--- src/rtl/fp_round_encoder_pkg.sv ---
// fp_round_encoder_pkg
//   Shared types and constants for the FPU round/pack stage:
//   rounding-mode enum, FP32/FP64 format constants, canonical quiet NaNs,
//   the exception-flag struct, and small helpers for mode decode and
//   overflow result selection.
package fp_round_encoder_pkg;

  typedef enum logic [2:0] {
    RM_RNE = 3'd0,
    RM_RTZ = 3'd1,
    RM_RDN = 3'd2,
    RM_RUP = 3'd3,
    RM_RMM = 3'd4
  } rnd_mode_e;

  localparam int FP64_EMAX   = 2047;
  localparam int FP32_EMAX   = 255;
  localparam int FP64_BIAS   = 1023;
  localparam int FP32_BIAS   = 127;
  localparam int FP64_FRAC_W = 52;
  localparam int FP32_FRAC_W = 23;

  localparam logic [63:0] FP64_QNAN = 64'h7FF8_0000_0000_0000;
  localparam logic [31:0] FP32_QNAN = 32'h7FC0_0000;

  // Packs to {overflow, underflow, inexact}.
  typedef struct packed {
    logic ovf;
    logic unf;
    logic nx;
  } flags_t;

  // Reserved encodings 5..7 fall back to round-to-nearest-even.
  function automatic rnd_mode_e to_rnd_mode(input logic [2:0] raw);
    case (raw)
      3'd1:    return RM_RTZ;
      3'd2:    return RM_RDN;
      3'd3:    return RM_RUP;
      3'd4:    return RM_RMM;
      default: return RM_RNE;
    endcase
  endfunction

  // On overflow, modes that round away from zero in the result's direction
  // produce infinity; the rest saturate to the largest finite value.
  function automatic logic ovf_to_inf(input rnd_mode_e mode, input logic sign);
    case (mode)
      RM_RNE, RM_RMM: return 1'b1;
      RM_RUP:         return !sign;
      RM_RDN:         return sign;
      default:        return 1'b0;
    endcase
  endfunction

endpackage

--- src/rtl/fp_round_encoder_if.sv ---
// fp_round_encoder_if
//   Input/output beat bundle for the round/pack stage.
//   Input side : in_valid/in_ready handshake, sign_in, exponent_in (signed,
//                biased in target format), mantissa_in {hidden, frac52, G, R, S},
//                is_double_precision, rnd_mode, is_nan/is_inf/is_zero.
//   Output side: out_valid/out_ready handshake, fp_out (packed), flags_out.
//   master = producer/consumer around the block, slave = the block itself.
interface fp_round_encoder_if #(
  parameter int EXP_W = 13
);
  logic                    in_valid;
  logic                    in_ready;
  logic                    sign_in;
  logic signed [EXP_W-1:0] exponent_in;
  logic [55:0]             mantissa_in;
  logic                    is_double_precision;
  logic [2:0]              rnd_mode;
  logic                    is_nan;
  logic                    is_inf;
  logic                    is_zero;
  logic                    out_valid;
  logic                    out_ready;
  logic [63:0]             fp_out;
  logic [2:0]              flags_out;

  modport master (
    output in_valid, sign_in, exponent_in, mantissa_in, is_double_precision,
           rnd_mode, is_nan, is_inf, is_zero, out_ready,
    input  in_ready, out_valid, fp_out, flags_out
  );

  modport slave (
    input  in_valid, sign_in, exponent_in, mantissa_in, is_double_precision,
           rnd_mode, is_nan, is_inf, is_zero, out_ready,
    output in_ready, out_valid, fp_out, flags_out
  );
endinterface

--- src/rtl/fp_round_encoder_decide.sv ---
// fp_round_decide
//   Combinational rounding decision.
//   sign, lsb, g, r, s : result sign, fraction LSB, guard/round/sticky bits
//   rnd_mode           : decoded rounding mode
//   inc                : add one ulp to the truncated significand
//   inexact            : any discarded bit was set
module fp_round_decide
  import fp_round_encoder_pkg::*;
(
  input  logic      sign,
  input  logic      lsb,
  input  logic      g,
  input  logic      r,
  input  logic      s,
  input  rnd_mode_e rnd_mode,
  output logic      inc,
  output logic      inexact
);

  always_comb begin
    inexact = g | r | s;
    inc     = 1'b0;
    case (rnd_mode)
      RM_RNE:  inc = g & (r | s | lsb);   // ties go to even lsb
      RM_RTZ:  inc = 1'b0;
      RM_RDN:  inc = sign & (g | r | s);
      RM_RUP:  inc = !sign & (g | r | s);
      RM_RMM:  inc = g;                   // ties away from zero
      default: inc = g & (r | s | lsb);
    endcase
  end

endmodule

--- src/rtl/fp_round_encoder.sv ---
// fp_round_encoder
//   Final FPU stage: rounds an unpacked result and packs it to FP64 or FP32.
//   Two-stage pipeline:
//     S1: slice fraction/GRS per format, round decision, significand increment
//     S2: carry renormalise, underflow/overflow/special handling, pack
//   Ports: clk, rst (sync, active high), bus (fp_round_encoder_if.slave).
//   Flow control: one global enable; a held output stalls every stage.
//   Parameters: EXP_W exponent width, NAN_BOX selects FP32 upper word fill.
module fp_round_encoder
  import fp_round_encoder_pkg::*;
#(
  parameter int EXP_W   = 13,
  parameter bit NAN_BOX = 1'b0
) (
  input logic              clk,
  input logic              rst,
  fp_round_encoder_if.slave bus
);

  localparam int          STAGES = 2;
  localparam logic [31:0] UPPER  = NAN_BOX ? 32'hFFFF_FFFF : 32'h0;

  // State carried from S1 to S2. The fraction is kept at FP64 width; FP32
  // beats use the low 23 bits.
  typedef struct packed {
    logic             sign;
    logic [EXP_W-1:0] exp;
    logic             carry;
    logic [51:0]      frac;
    logic             dp;
    rnd_mode_e        mode;
    logic             nx;
    logic             is_nan;
    logic             is_inf;
    logic             is_zero;
  } s1_t;

  logic [STAGES:1] vld_pipe;
  logic            en;
  s1_t             s1_d, s1_q;
  logic [63:0]     res, fp_q;
  flags_t          fl, fl_q;

  // Stall only when the output holds a beat nobody takes.
  assign en           = !(vld_pipe[STAGES] && !bus.out_ready);
  assign bus.in_ready = en;
  assign bus.out_valid = vld_pipe[STAGES];
  assign bus.fp_out    = fp_q;
  assign bus.flags_out = fl_q;

  // ---------------- S1: round decision and increment ----------------
  rnd_mode_e   mode_in;
  logic        lsb, g, r, s, inc, nx;
  logic [53:0] sum64;
  logic [24:0] sum32;

  assign mode_in = to_rnd_mode(bus.rnd_mode);

  always_comb begin
    if (bus.is_double_precision) begin
      lsb = bus.mantissa_in[3];
      g   = bus.mantissa_in[2];
      r   = bus.mantissa_in[1];
      s   = bus.mantissa_in[0];
    end else begin
      lsb = bus.mantissa_in[32];
      g   = bus.mantissa_in[31];
      r   = bus.mantissa_in[30];
      s   = |bus.mantissa_in[29:0];
    end
  end

  fp_round_decide u_decide (
    .sign     (bus.sign_in),
    .lsb      (lsb),
    .g        (g),
    .r        (r),
    .s        (s),
    .rnd_mode (mode_in),
    .inc      (inc),
    .inexact  (nx)
  );

  // {carry, hidden, fraction}: carry set only when an all-ones fraction
  // rounds up, leaving hidden and fraction zero.
  assign sum64 = {2'b01, bus.mantissa_in[54:3]} + 54'(inc);
  assign sum32 = {2'b01, bus.mantissa_in[54:32]} + 25'(inc);

  always_comb begin
    s1_d         = '0;
    s1_d.sign    = bus.sign_in;
    s1_d.exp     = bus.exponent_in;
    s1_d.dp      = bus.is_double_precision;
    s1_d.mode    = mode_in;
    s1_d.nx      = nx;
    s1_d.is_nan  = bus.is_nan;
    s1_d.is_inf  = bus.is_inf;
    s1_d.is_zero = bus.is_zero;
    if (bus.is_double_precision) begin
      s1_d.carry = sum64[53];
      s1_d.frac  = sum64[51:0];
    end else begin
      s1_d.carry = sum32[24];
      s1_d.frac  = {29'b0, sum32[22:0]};
    end
  end

  // ---------------- S2: renormalise, range check, pack ----------------
  logic signed [EXP_W:0] exp_pre, exp_rnd, e_max;
  logic [51:0]           frac_f;

  function automatic logic [63:0] pack(input logic dp, input logic sign,
                                       input logic [10:0] e, input logic [51:0] f);
    if (dp) return {sign, e, f};
    return {UPPER, sign, e[7:0], f[22:0]};
  endfunction

  // One extra bit keeps the carry increment from wrapping the exponent.
  assign exp_pre = $signed({s1_q.exp[EXP_W-1], s1_q.exp});
  assign exp_rnd = exp_pre + $signed({{EXP_W{1'b0}}, s1_q.carry});
  assign e_max   = s1_q.dp ? (EXP_W+1)'(FP64_EMAX) : (EXP_W+1)'(FP32_EMAX);
  assign frac_f  = s1_q.carry ? '0 : s1_q.frac;

  always_comb begin
    res = '0;
    fl  = '0;
    if (s1_q.is_nan) begin
      res = s1_q.dp ? FP64_QNAN : {UPPER, FP32_QNAN};
    end else if (s1_q.is_inf) begin
      res = pack(s1_q.dp, s1_q.sign, 11'h7FF, '0);
    end else if (s1_q.is_zero) begin
      res = pack(s1_q.dp, s1_q.sign, 11'h000, '0);
    end else if (exp_pre <= 0) begin
      // Flush-to-zero: decided on the pre-rounding exponent.
      res    = pack(s1_q.dp, s1_q.sign, 11'h000, '0);
      fl.unf = 1'b1;
      fl.nx  = 1'b1;
    end else if (exp_rnd >= e_max) begin
      fl.ovf = 1'b1;
      fl.nx  = 1'b1;
      // 11'h7FE / all-ones fraction truncates to 254 / 23 ones for FP32.
      res = ovf_to_inf(s1_q.mode, s1_q.sign) ? pack(s1_q.dp, s1_q.sign, 11'h7FF, '0)
                                              : pack(s1_q.dp, s1_q.sign, 11'h7FE, '1);
    end else begin
      res   = pack(s1_q.dp, s1_q.sign, exp_rnd[10:0], frac_f);
      fl.nx = s1_q.nx;
    end
  end

  // ---------------- pipeline registers ----------------
  always_ff @(posedge clk) begin
    if (rst) begin
      vld_pipe <= '0;
      s1_q     <= '0;
      fp_q     <= '0;
      fl_q     <= '0;
    end else if (en) begin
      vld_pipe <= {vld_pipe[STAGES-1:1], bus.in_valid};
      // Data only moves with a valid beat so idle cycles leave outputs quiet.
      if (bus.in_valid) s1_q <= s1_d;
      if (vld_pipe[1]) begin
        fp_q <= res;
        fl_q <= fl;
      end
    end
  end

endmodule

--- src/flat_wrapper.sv ---
// flat-port wrapper written by rule: the top's interface ports become plain ports
module fp_round_encoder_flat import fp_round_encoder_pkg::*;
#(
  parameter int EXP_W   = 13,
  parameter bit NAN_BOX = 1'b0
)
  (clk, rst, bus_in_valid, bus_sign_in, bus_exponent_in, bus_mantissa_in, bus_is_double_precision, bus_rnd_mode, bus_is_nan, bus_is_inf, bus_is_zero, bus_out_ready, bus_in_ready, bus_out_valid, bus_fp_out, bus_flags_out);
  fp_round_encoder_if #(.EXP_W(EXP_W)) bus_i ();
  input logic clk;
  input logic rst;
  input wire logic [$bits(bus_i.in_valid)-1:0] bus_in_valid;
  input wire logic [$bits(bus_i.sign_in)-1:0] bus_sign_in;
  input wire logic [$bits(bus_i.exponent_in)-1:0] bus_exponent_in;
  input wire logic [$bits(bus_i.mantissa_in)-1:0] bus_mantissa_in;
  input wire logic [$bits(bus_i.is_double_precision)-1:0] bus_is_double_precision;
  input wire logic [$bits(bus_i.rnd_mode)-1:0] bus_rnd_mode;
  input wire logic [$bits(bus_i.is_nan)-1:0] bus_is_nan;
  input wire logic [$bits(bus_i.is_inf)-1:0] bus_is_inf;
  input wire logic [$bits(bus_i.is_zero)-1:0] bus_is_zero;
  input wire logic [$bits(bus_i.out_ready)-1:0] bus_out_ready;
  output wire logic [$bits(bus_i.in_ready)-1:0] bus_in_ready;
  output wire logic [$bits(bus_i.out_valid)-1:0] bus_out_valid;
  output wire logic [$bits(bus_i.fp_out)-1:0] bus_fp_out;
  output wire logic [$bits(bus_i.flags_out)-1:0] bus_flags_out;
  assign bus_i.in_valid = bus_in_valid;
  assign bus_i.sign_in = bus_sign_in;
  assign bus_i.exponent_in = bus_exponent_in;
  assign bus_i.mantissa_in = bus_mantissa_in;
  assign bus_i.is_double_precision = bus_is_double_precision;
  assign bus_i.rnd_mode = bus_rnd_mode;
  assign bus_i.is_nan = bus_is_nan;
  assign bus_i.is_inf = bus_is_inf;
  assign bus_i.is_zero = bus_is_zero;
  assign bus_i.out_ready = bus_out_ready;
  assign bus_in_ready = bus_i.in_ready;
  assign bus_out_valid = bus_i.out_valid;
  assign bus_fp_out = bus_i.fp_out;
  assign bus_flags_out = bus_i.flags_out;
  fp_round_encoder #(.EXP_W(EXP_W), .NAN_BOX(NAN_BOX)) u_core (.clk(clk), .rst(rst), .bus(bus_i));
endmodule
--- config.mk ---
export PLATFORM = sky130hd
export DESIGN_NAME = fp_round_encoder_flat
export DESIGN_NICKNAME = d
export VERILOG_FILES = /design/src/rtl/fp_round_encoder_pkg.sv /design/src/rtl/fp_round_encoder_if.sv /design/src/rtl/fp_round_encoder_decide.sv /design/src/rtl/fp_round_encoder.sv /design/src/flat_wrapper.sv
export SDC_FILE = /design/constraint.sdc
export NUM_CORES = 1
export LEC_CHECK = 0
export CAP_MARGIN = 20
export CORE_MARGIN = 1.5
export CORE_UTILIZATION = 35
export CTS_CLUSTER_DIAMETER = 80
export DETAILED_ROUTE_END_ITERATION = 16
export PLACE_DENSITY_LB_ADDON = 0.08
export REMOVE_ABC_BUFFERS = 1
export SKIP_CTS_REPAIR_TIMING = 1
export SYNTH_ARGS = -nofsm -noshare
export SYNTH_HDL_FRONTEND = slang
export SYNTH_SLANG_ARGS = --single-unit
--- constraint.sdc ---
create_clock -name clk -period 3.7 [get_ports clk]
set_input_delay 0.555 -clock clk [delete_from_list [all_inputs] [get_ports clk]]
set_output_delay 0.555 -clock clk [all_outputs]
set_load 0.005 [all_outputs]
==> results.json, run 1 <==
{
  "htree_levels": 4,
  "logic_area_sq_um": 4310,
  "postRouteAntennaNets": 0,
  "p_comb_frac": 0.160,
  "p_clk_frac": 0.442,
  "cpPeakStageDelay_ns": 0.47,
  "track_usage": 0.221,
  "synth-main-ff-cell": "dfxtp_1",
  "post-place-ws_ns": -0.730,
  "wirelength_mm": 24.3,
  "synth-seq-cells": 144,
  "edf_count": 0,
  "outcome": "completed",
  "setup_viol": 0,
  "max-vdd-ir-drop_mv": 0.303,
  "fin_util": 0.494,
  "clk_pin_slew_ns": 0.07,
  "drt_iter0_markers": 428,
  "top_cell_area_share": 0.388,
  "stdcell_count": 1417,
  "inverters": 12,
  "fmax_mhz": 285,
  "syn_area_sq_um": 7430,
  "first_global_vias": 6970,
  "cts_sinks": 144,
  "crit_cells": 18,
  "rr_startpoint": "u_core.exp_pre[0]",
  "drv_slew": 0,
  "cp_max_fo": 5,
  "swShare": 0.265,
  "postSynthSeqShare": 0.388,
  "largest_register_ffs": 64,
  "firstDrtPassIters": 5,
  "min_from": "u_core.bus.fp_out[41]",
  "layout.nonclk_buf_frac": 0.205,
  "gp_congestion": 0.884,
  "path_delay_family": "simple AND/OR/NAND/NOR gates",
  "power_density_nw_per_um2": 409,
  "required_ns": 4.05,
  "clkbuf_count": 20,
  "ys_sh_aoi": 0.196,
  "hold_viol": 0,
  "most_common_cell": "nand2_1",
  "drc": 0,
  "cp-startpoint": "bus_mantissa_in[20]",
  "nWellTaps": 275,
  "top_layer": "met4",
  "diodes": 0,
  "io_pins": 150,
  "mux_area_frac": 0.0109,
  "arrival_ns": 3.85,
  "dpl.cell_count": 1381,
  "clock_path_buffers": 2,
  "ys_types": 62,
  "port_buffers": 148,
  "grt-busiest-layer": "met2",
  "tightest_slew_ns": 0.943,
  "relSlewSlack": 0.370,
  "grt_pass1_wl_mm": 37.9,
  "yosys_cells": 952,
  "finalSetupTns_ns": 0,
  "topCellsByArea": "dfxtp_1 (39%), nand2_1 (9.5%), a21oi_1 (6.5%)",
  "syn_area_per_cell_sq_um": 7.81,
  "mostFrequentLayoutCells": "nand2_1 (189), clkdlybuf4s50_1 (144), dfxtp_1 (144)",
  "r2r_cells": 15,
  "yosys_warnings": 0,
  "nFillCells": 2130,
  "vias_per_cell": 5.20,
  "worst-setup-path-type": "input port to flop",
  "holdWs_ns": 0.448,
  "grt_overflow": 0,
  "worst_path_max_delay_cell": "clkdlybuf4s50_1",
  "worstHoldPathCells": 2,
  "crit_path_end": "u_core.s1_q[22]",
  "vias": 7369,
  "grt_max_degree": 49,
  "comb_share": 0.417,
  "start_kind": "input port",
  "comb-power_uw": 678,
  "adder_share": 0.0253,
  "power.group.top": "clock",
  "drive_gt1_frac": 0.121,
  "holdPathEnd": "u_core.bus.fp_out[41]",
  "core_region_area_sq_um": 21000
}
**Run 1: placement by cell class**

The bar under the picture is 50 microns long.
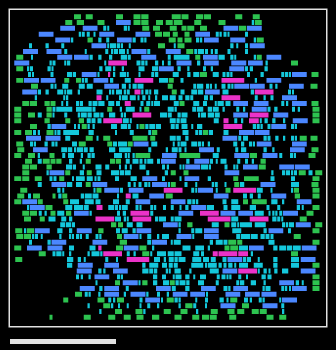
Key: sequential cells = blue [cells 144]; combinational and other logic = cyan [cells 742]; clock drivers and dummy loads = magenta [cells 32]; remaining buffers and delay cells = green [cells 224]

**Run 1: clock network drawn from the DEF**

The bar under the picture is 50 microns long.
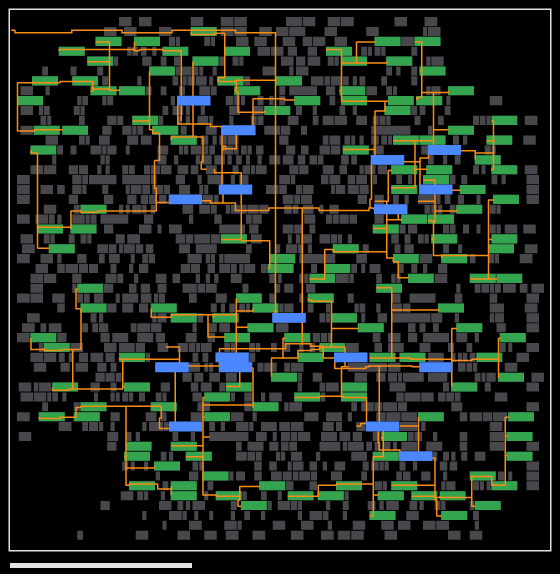
Key: clock wires = orange [length 2060 microns]; flip-flops = green [count 144]; clock drivers = blue [count 17]
Position of the flops: spread over the die. There are 18 routed clock nets.

**Run 1: selected gate families**

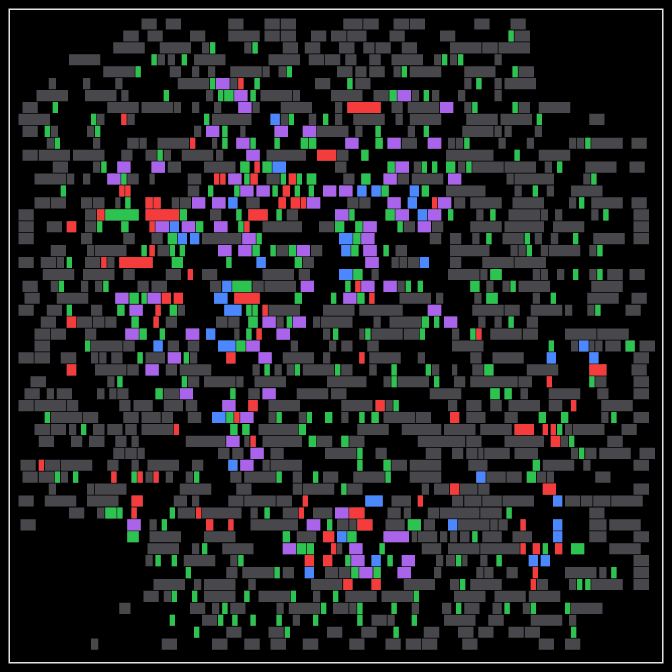
Key: xor and xnor cells = purple [cells 79, most used xor2_1]; nor cells = red [cells 84, most used nor2_1]; nand cells = green [cells 260, most used nand2_1, where spread over the die]; and/or cells = blue [cells 38, most used and3_1]

--- run 2 (diff from run 1) ---
- clock period: 3.7 -> 4.4 ns (I/O delays scaled with it)
**Run 2: placement by cell class**

The bar under the picture is 50 microns long.
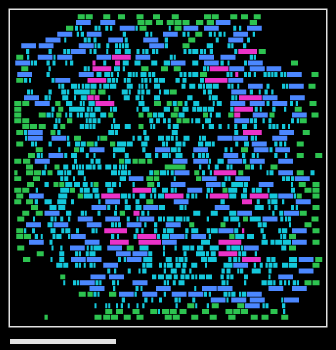
Key: remaining buffers and delay cells = green [cells 194]; combinational and other logic = cyan [cells 742]; sequential cells = blue [cells 144]; clock drivers and dummy loads = magenta [cells 32]

==> results.json, run 2 <==
{
  "outcome": "completed",
  "cpPeakStageDelay_ns": 0.46,
  "worst_path_max_delay_cell": "clkdlybuf4s50_1",
  "most_common_cell": "nand2_1",
  "fp_util": 0.355,
  "layout.nonclk_buf_frac": 0.183,
  "reg2reg_slack_ns": 0.48,
  "nFillCells": 2145,
  "hold_viol": 0,
  "grt_overflow": 0,
  "holdWs_ns": 0.445,
  "post-place-ws_ns": 0.0167,
  "r2r_cells": 14,
  "adder_share": 0.0253,
  "die_area_sq_um": 22100,
  "seq_share": 0.288,
  "clkCellAreaFrac": 0.0673,
  "seq_area_sq_um": 2880,
  "p_sw_uw": 929,
  "seq_power_share": 0.391,
  "met3_length_mm": 1.12,
  "finalClockPeriodUsage": 0.903,
  "row_count": 53,
  "syn_area_per_cell_sq_um": 7.81,
  "nWellTaps": 275,
  "finalPower_uw": 3620,
  "drc": 0,
  "top_layer": "met5",
  "syn_area_sq_um": 7430,
  "worstHoldPathCells": 2,
  "ys_sh_aoi": 0.196,
  "ys_types": 62,
  "wirelength_mm": 23.2,
  "start_kind": "input port",
  "diodes": 0,
  "track_usage": 0.216,
  "first_global_vias": 6837,
  "drive_gt1_frac": 0.0872,
  "mux_area_frac": 0.0109,
  "rsz0062_at_grt": "no",
  "grt-busiest-layer": "met2",
  "cts-buffers-inserted": 17,
  "syn_inst": 952,
  "vias_per_cell": 5.14,
  "comb-power_uw": 534,
  "cts_root_buf": "clkbuf_16",
  "tightest_slew_ns": 0.926,
  "core_region_area_sq_um": 21000,
  "grtUsageMet1": 0.310,
  "wl_met2_mm": 10.2,
  "async_reset_ff_frac": 0,
  "clock.latency.late_pin_ns": 0.43,
  "firstDrtPassIters": 4,
  "hpwl_mm": 17.1,
  "grt_use_met2": 0.332,
  "yosys_warnings": 0,
  "p_leak_uw": 0.00368,
  "required_ns": 4.67,
  "synth-seq-cells": 144,
  "arrival_ns": 4.25,
  "synthTopCellsByCount": "nand2_1 (189), dfxtp_1 (144), a21oi_1 (96), o21ai_0 (68), nor2_1 (49)",
  "crit_path_cell_trace": "clkdlybuf4s50_1 -> nor4_1 -> buf_4 -> nand2_1 -> nor4_1 -> buf_4 -> o211ai_1 -> o21ai_0 -> a21oi_1 -> o21a_1 -> ha_1 -> and3_1 -> nor2b_1 -> and4_1 -> and4_1 -> nand2_1 -> xor2_1 -> o21ai_1",
  "stdcell_count": 1387,
  "postSynthSeqShare": 0.388,
  "die_h_microns": 149,
  "crit_cells": 18,
  "drv_cap": 0,
  "wl_met1_mm": 11.7,
  "path_delay_family": "simple AND/OR/NAND/NOR gates",
  "synth-main-ff-cell": "dfxtp_1",
  "path_buffers": 3,
  "edf_count": 0,
  "mostFrequentLayoutCell": "nand2_1",
  "design_area_sq_um": 10000,
  "top_cell_area_share": 0.388,
  "p_seq_uw": 1410,
  "synthXorXnorAreaFrac": 0.0931,
  "postRouteAntennaNets": 0,
  "yosysTopAreaCell": "dfxtp_1",
  "htree_levels": 4,
  "fin_skew_ns": 0.0132,
  "holdPathEnd": "u_core.s1_q[47]",
  "max-vdd-ir-drop_mv": 0.280,
  "clock_path_buffers": 2,
  "power.group.top": "clock",
  "io_pins": 150,
  "cts_tree": "yes",
  "antenna_found_initial": 1,
  "power_clock_uw": 1670,
  "clk_pin_slew_ns": 0.06,
  "fin_util": 0.478,
  "logic_family": "simple AND/OR/NAND/NOR gates",
  "comb_cells": 730,
  "p_comb_frac": 0.147,
  "cellInternalPower_uw": 2690,
  "largest_register_ffs": 64,
  "drt_iter0_markers": 389,
  "r2r_end": "u_core.bus.fp_out[11]",
  "tool_warnings": 31,
  "setup_ws_ns": 0.425,
  "dpl.cell_count": 1354,
  "gp_congestion": 0.907,
  "relSlewSlack": 0.381,
  "drv_slew": 0,
  "grt_max_degree": 49,
  "worst-setup-path-type": "input port to flop",
  "simple_gate_share": 0.244,
  "setup_viol": 0,
  "p_clk_frac": 0.462,
  "met3_usage": 0.0414,
  "port_buffers": 148,
  "finalSetupTns_ns": 0,
  "dominant-cell-class": "combinational gates",
  "inverters": 12,
  "clkbuf_count": 19,
  "vias": 7133,
  "post_dp_cell_area_sq_um": 9320,
  "hold_path.class": "flop to flop",
  "crit_path_end_kind": "flop",
  "cts_sinks": 144,
  "rr_startpoint": "u_core.s1_q[60]",
  "power_density_nw_per_um2": 361,
  "syn_to_final_growth_pct": 34.9,
  "fmax_mhz": 252,
  "comb_share": 0.423,
  "cp-startpoint": "bus_mantissa_in[23]",
  "nFlopsAndLatches": 144,
  "mostFrequentLayoutCells": "nand2_1 (189), clkdlybuf4s50_1 (146), dfxtp_1 (144)",
  "crit_path_end": "u_core.s1_q[53]",
  "yosys_cells": 952,
  "grt_pass1_wl_mm": 37.3,
  "min_from": "u_core.s1_q[47]",
  "swShare": 0.256,
  "topCellsByArea": "dfxtp_1 (39%), nand2_1 (9.5%), a21oi_1 (6.5%)",
  "logic_area_sq_um": 4240,
  "fin_nets": 1195,
  "wl_per_cell_microns": 16.7,
  "cp_max_fo": 9
}
**Run 2: register map, names as in the netlist**

The bar under the picture is 50 microns long.
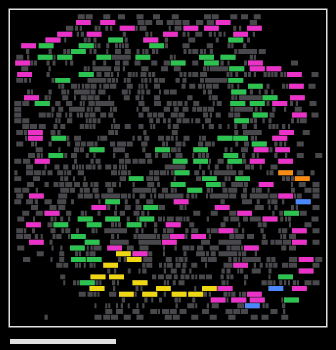

--- run 3 (diff from run 2) ---
- CORE_MARGIN: 1.5 -> 4
**Run 3: register map, names as in the netlist**

The bar under the picture is 50 microns long.
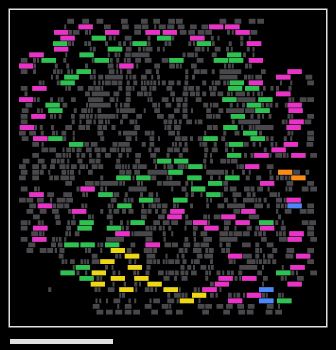
Key: u_core.exp_pre = yellow [placed flops 13]; u_core.s1_q = green [placed flops 62]; u_core.bus.fp_out = magenta [placed flops 64, where spread over the die]; u_core.vld_pipe = orange [placed flops 2]; u_core.bus.flags_out = blue [placed flops 3]

==> results.json, run 3 <==
{
  "layout.nonclk_buf_frac": 0.188,
  "seq_area_sq_um": 2880,
  "max-vdd-ir-drop_mv": 0.275,
  "ys_sh_aoi": 0.196,
  "port_buffers": 148,
  "wl_met1_mm": 12.2,
  "worst_path_max_delay_cell": "nor4_1",
  "finalClockPeriodUsage": 0.912,
  "fin_nets": 1198,
  "syn_inst": 952,
  "comb_cells": 730,
  "clk_pin_slew_ns": 0.06,
  "nFlopsAndLatches": 144,
  "start_kind": "input port",
  "top_cell_area_share": 0.388,
  "comb-power_uw": 539,
  "cts_tree": "yes",
  "die_h_microns": 154,
  "holdWs_ns": 0.446,
  "logic_family": "simple AND/OR/NAND/NOR gates",
  "adder_share": 0.0253,
  "vias_per_cell": 5.17,
  "crit_cells": 19,
  "tightest_slew_ns": 0.934,
  "mux_area_frac": 0.0109,
  "grtUsageMet1": 0.301,
  "relSlewSlack": 0.376,
  "design_area_sq_um": 9980,
  "mostFrequentLayoutCells": "nand2_1 (189), clkdlybuf4s50_1 (146), dfxtp_1 (144)",
  "stdcell_count": 1388,
  "vias": 7171,
  "ys_types": 62,
  "drv_slew": 0,
  "setup_ws_ns": 0.388,
  "outcome": "completed",
  "synth-main-ff-cell": "dfxtp_1",
  "first_global_vias": 6874,
  "swShare": 0.264,
  "inverters": 12,
  "power_clock_uw": 1480,
  "p_seq_uw": 1420,
  "die_area_sq_um": 23600,
  "topCellsByArea": "dfxtp_1 (39%), nand2_1 (9.5%), a21oi_1 (6.5%)",
  "p_sw_uw": 908,
  "grt_overflow": 0,
  "firstDrtPassIters": 5,
  "simple_gate_share": 0.244,
  "top_layer": "met5",
  "drc": 0,
  "synthTopCellsByCount": "nand2_1 (189), dfxtp_1 (144), a21oi_1 (96), o21ai_0 (68), nor2_1 (49)",
  "hpwl_mm": 17.7,
  "largest_register_ffs": 64,
  "io_pins": 150,
  "grt_pass1_wl_mm": 38.0,
  "nFillCells": 2178,
  "syn_area_per_cell_sq_um": 7.81,
  "syn_to_final_growth_pct": 34.3,
  "nWellTaps": 275,
  "drv_cap": 0,
  "power_density_nw_per_um2": 344,
  "yosys_cells": 952,
  "yosysTopAreaCell": "dfxtp_1",
  "gp_congestion": 0.887,
  "p_comb_frac": 0.157,
  "htree_levels": 4,
  "dominant-cell-class": "combinational gates",
  "post_dp_cell_area_sq_um": 9360,
  "syn_area_sq_um": 7430,
  "grt_max_degree": 49,
  "rsz0062_at_grt": "no",
  "tool_warnings": 31,
  "yosys_warnings": 0,
  "drive_gt1_frac": 0.0881,
  "clock.latency.late_pin_ns": 0.42,
  "met3_length_mm": 1.14,
  "reg2reg_slack_ns": 0.54,
  "holdPathEnd": "u_core.bus.fp_out[49]",
  "wl_per_cell_microns": 17.2,
  "hold_viol": 0,
  "rr_startpoint": "u_core.s1_q[60]",
  "postSynthSeqShare": 0.388,
  "grt-busiest-layer": "met1",
  "clkCellAreaFrac": 0.0594,
  "logic_area_sq_um": 4240,
  "cpPeakStageDelay_ns": 0.51,
  "cp_max_fo": 5
}

## Gallery

Routing congestion.
shot_01.png
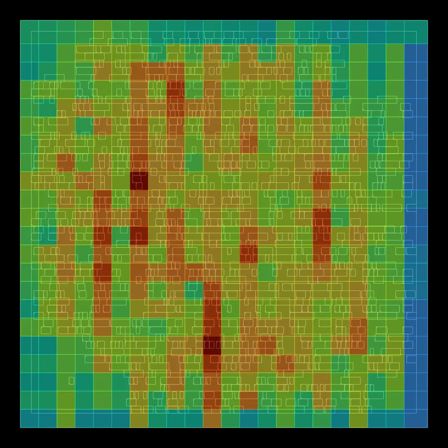
shot_02.png
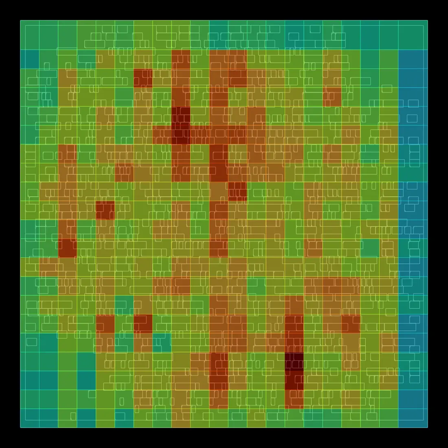
shot_02.png -> run 1
shot_01.png -> run 3

